==> config.mk <==
export PLATFORM = sky130hd
export DESIGN_NAME = i2c_master_byte_flat
export DESIGN_NICKNAME = d
export VERILOG_FILES = /design/src/rtl/i2c_master_byte_if.sv /design/src/rtl/i2c_master_byte.sv /design/src/flat_wrapper.sv
export SDC_FILE = /design/constraint.sdc
export NUM_CORES = 1
export LEC_CHECK = 0
export CORE_UTILIZATION = 30
export DETAILED_ROUTE_END_ITERATION = 6
export GPL_ROUTABILITY_DRIVEN = 0
export SYNTH_ARGS = -nofsm -noshare
export SYNTH_HDL_FRONTEND = slang
export SYNTH_SLANG_ARGS = --single-unit
export TNS_END_PERCENT = 30
==> constraint.sdc <==
create_clock -name m_CLK -period 1.9 [get_ports m_CLK]
set_input_delay 0.38 -clock m_CLK [delete_from_list [all_inputs] [get_ports m_CLK]]
set_output_delay 0.38 -clock m_CLK [all_outputs]
set_load 0.02 [all_outputs]
Run 1, the metal 1 layer:
(4 px per um) Supply wires on this layer in gray. Cells faint in the background.
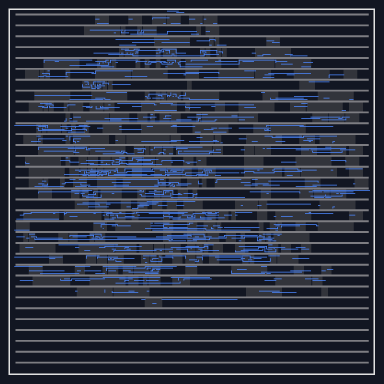
wire length on this layer: 2550 um
nets with wire on the layer: 274
main direction: horizontal
longest straight run: 33.6 um
routed vias: 1877
final wirelength: 5380 um
grt met1 use: 18.6%

Run 1, signal wires on met2:
(4 px per um)
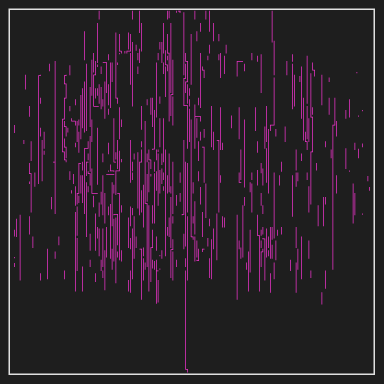
share of all routed wire: 47%
longest straight run: 38.1 um
wire length on this layer: 2510 um
nets with wire on the layer: 273
main direction: vertical
global-route met2 utilization: 21.8%

Run 1, met3 routing:
(6 px per um) Cells faint in the background.
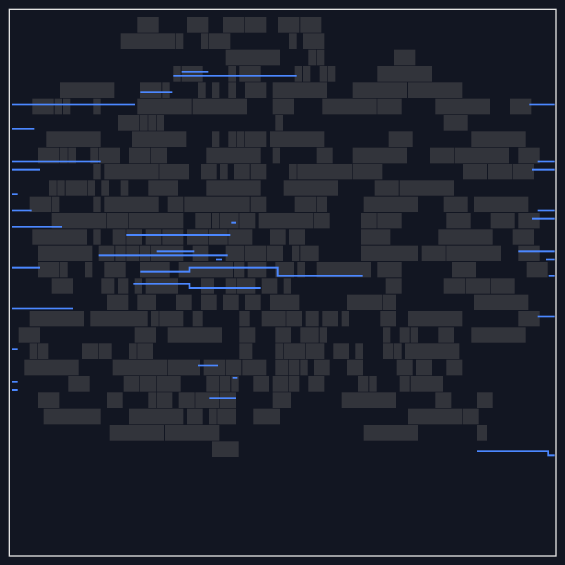
longest straight run: 21.2 um
main direction: horizontal
wire length on this layer: 252 um
share of all routed wire: 4.7%
nets with wire on the layer: 32
met3 GRT Util: 3.62%

==> flow_summary.toml, run 1 <==
# implementation run metrics
[final_timing]
hold_viol_final = 0
postLayoutSetupSlackWorst_ns = -0.0215
setup_viol_count_final = 1
tightest_slew_ns = 0.448

[logic_synthesis]
synth.logic.top_family = "simple AND/OR/NAND/NOR gates"
ys_sh_mux_pct = 9.35
synth.most_common_cell = "dfrtp_1"
async_reset_ff_share_pct = 100

[finish]
regArea_um2 = 1230
logic_area_um2 = 1110
numSequentialCells = 49
nNetsFinal = 311

[worst_setup_path]
path_buffers = 0

[run_status]
violations = "setup timing"
status = "finished, violations left"

[global_routing]
track_usage_pct = 14.0
grt_pass1_vias = 1954
overflow = 0

[clock_network]
h-tree-depth = 2
insertion_delay_ns = 0.30

[flow_run]
maxCapViolations = 0

[floorplan]
nWellTaps = 102
io-pin-count = 33

[routing]
drt.antenna.violating_nets = 0
## run 1: routing by layer
layer	vias up	track usage (%)	wire, um
li1	907	-	-
met1	921	18.6	2550
met2	43	21.8	2510
met3	6	3.62	252
met4	0	5.29	73
met5	-	0	0
## run 1: power by group through the flow
stage	clock network [mW]	registers, mW	logic, mW
after floorplan	0	1.54	1.19
after global placement	0	1.58	1.73
after detailed placement	0	1.58	1.78
after CTS	0.805	1.58	1.94
after global routing	0.844	1.62	2.20
final	0.779	1.59	1.98
## run 1: cells in the final DEF (no fill, tap or decap), types with 3 or more instances in the layout
master / netlist / layout
mux2_2: 9 / 9
or2b_1: 3 / 3
a222oi_1: 7 / 7
clkbuf_8: 0 / 6
mux2_1: 8 / 8
o21ai_0: 9 / 8
dfrtp_1: 47 / 46
nand2_1: 45 / 45
buf_4: 2 / 41
nor2_1: 12 / 12
clkdlybuf4s50_1: 0 / 30
inv_1: 5 / 5
nand3_1: 3 / 3
nand2b_1: 3 / 3
a21oi_1: 4 / 4
ha_4: 0 / 3
mux2i_1: 3 / 3
## run 1: stage by stage
| stage | setup slack, ns | total power, mW | setup TNS (ns) |
|---|---|---|---|
| floorplan | 0.00478 | 2.73 | 0 |
| global placement | -0.390 | 3.31 | -3.19 |
| detailed placement | -0.411 | 3.36 | -3.32 |
| CTS | -0.0212 | 4.32 | -0.0212 |
| global route | -0.0830 | 4.67 | -0.266 |
| finish | -0.0215 | 4.35 | -0.0215 |
## run 1: cell families (layout without fill, tap and decap cells)
family	after synthesis	in the layout
xor+xnor	3	3
simple gates	86	86
compound gates	38	38
fa+ha+maj	5	5
mux	20	20
buf+inv	15	86
flops	49	49
## run 1: repair_timing
item / 4_1_cts / 5_1_grt
endpoints found under the setup margin: 3 / 15
resized: 8 / 2
buffers inserted: 6 / 3
pin swaps: 7 / 9
==> run 1 -> run 2 <==
- ABC_AREA: not set -> 1
- clock period: 1.9 -> 2.4 ns (I/O delays scaled with it)
Run 2, met3 routing:
(6 px per um) Cells faint in the background.
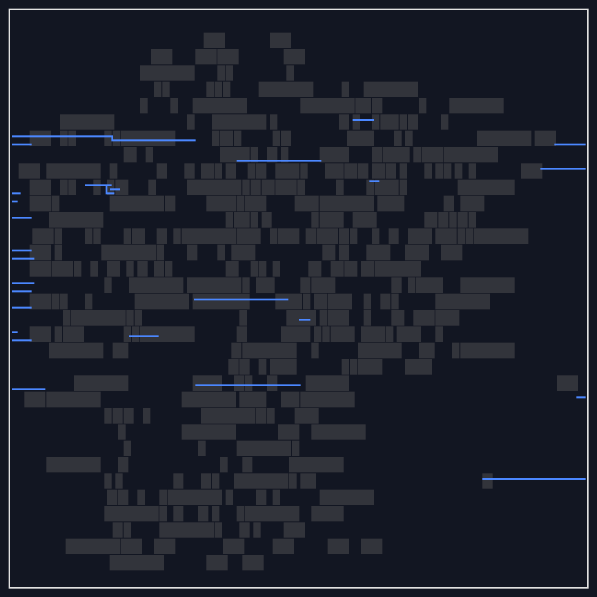
longest straight run: 17.2 um
wire length on this layer: 159 um
main direction: horizontal
share of all routed wire: 2.9%
routed vias: 2048
final wirelength: 5490 um
met3 GRT Util: 2.69%

Run 2, congestion heat map:
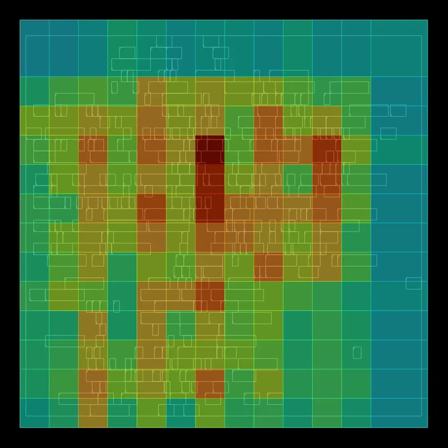
GR peak layer: met2
grt met1 use: 17.0%

==> run 2 against run 1 <==
  * The run now ends clean
  * Wire length grew 2.2%
  * First-iteration DRC count shrank 26%
  * Clock skew grew 0.0025 ns
  * Sequential share of layout area grew 0.94 points
  * Critical path type unchanged
  * Sequential cell count is the same
  * Highest routed layer unchanged
  * Die area grew 12%
  * Count of clock-buffer cells in the layout is the same
==> flow_summary.toml, run 2 <==
# implementation run metrics
[finish]
final_common_cell = "nand2_1"
logic_area_um2 = 1250
final_cell_mix = "nand2_1 (88), dfrtp_1 (47), clkdlybuf4s50_1 (31)"
regArea_um2 = 1230
nNetsFinal = 355

[clock_network]
clock-sinks = 49
h-tree-depth = 2
cts_resized = 0
post_cts_buffers = 0

[floorplan]
io-pin-count = 33

[routing]
firstDrtPassIters = 4
drt.antenna.violating_nets = 0

[worst_setup_path]
critPathLaunchType = "flop"
path_buffers = 1
reg2reg_slack_ns = 0.38

[global_routing]
grt_pass1_vias = 2045
overflow = 0
track_usage_pct = 13.3

[logic_synthesis]
syn_inst = 297
async_reset_ff_share_pct = 100
synth.most_common_cell = "nand2_1"
synth_flop_count = 49

[final_timing]
postLayoutSetupSlackWorst_ns = 0.384
hold_viol_final = 0
setup_viol_count_final = 0

[run_status]
status = "completed"

[place]
place_ws_ns = 0.410

[flow_run]
maxCapViolations = 0
Run 2, clock network drawn from the DEF:
(3 px per um)
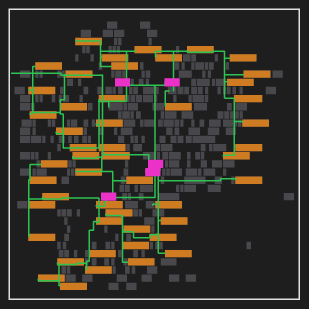
[orange] flip-flops | count: 49
[magenta] clock drivers | count: 5
[green] clock wires | length: 666 um
flops lie: all over the die
routed clock nets: 6
clock power share: 19.5%
P_clk: 0.540 mW
Late-Pin Clk Latency: 0.31 ns

-- run 2: cell types whose count changed after synthesis, moves of 8 or more --
cell,change
inv_1,+15
nand2_1,+43
mux2_2,-9
mux2_1,-8
nand2_4,+11
inv_2,+10
nand4_1,+9
nand3_1,+22
-- run 2: final cells by class --
class | count | share of cell area, %
inverters | 30 | 3.58
repair buffers | 34 | 10.5
flip-flops and latches | 49 | 39.0
clock buffers | 6 | 2.62
clock inverters | 2 | 0.556
well taps | 105 | 4.17
multi-input cells | 210 | 39.6
-- run 2: metal layers --
layer	wire length, um	vias to the layer above
met2	2710	32
met5	0	-
met1	2560	982
met4	63	0
li1	-	1029
met3	159	5
-- run 2: cells by family after synthesis --
family / synth area share [%]
mux: 0.564
flops: 46.2
compound gates: 6.58
fa+ha+maj: 2.35
xor+xnor: 0.329
simple gates: 37.0
buf+inv: 7.01
-- run 2: metrics by stage --
stage	power (mW)	cells	hold WS (ns)
CTS	2.80	436	0.124
finish	2.77	436	0.118
global placement	2.22	428	0.462
detailed placement	2.25	428	0.466
floorplan	2.01	297	0.184
global route	2.98	436	0.137
-- run 2: power by group through the flow --
stage	Combinational, mW	Clock (mW)	Sequential (mW)
CTS	1.03	0.562	1.21
floorplan	0.829	0	1.18
finish	1.02	0.540	1.21
global placement	1.00	0	1.21
detailed placement	1.03	0	1.22
global route	1.16	0.590	1.23
Power and IR drop assume default switching activity.
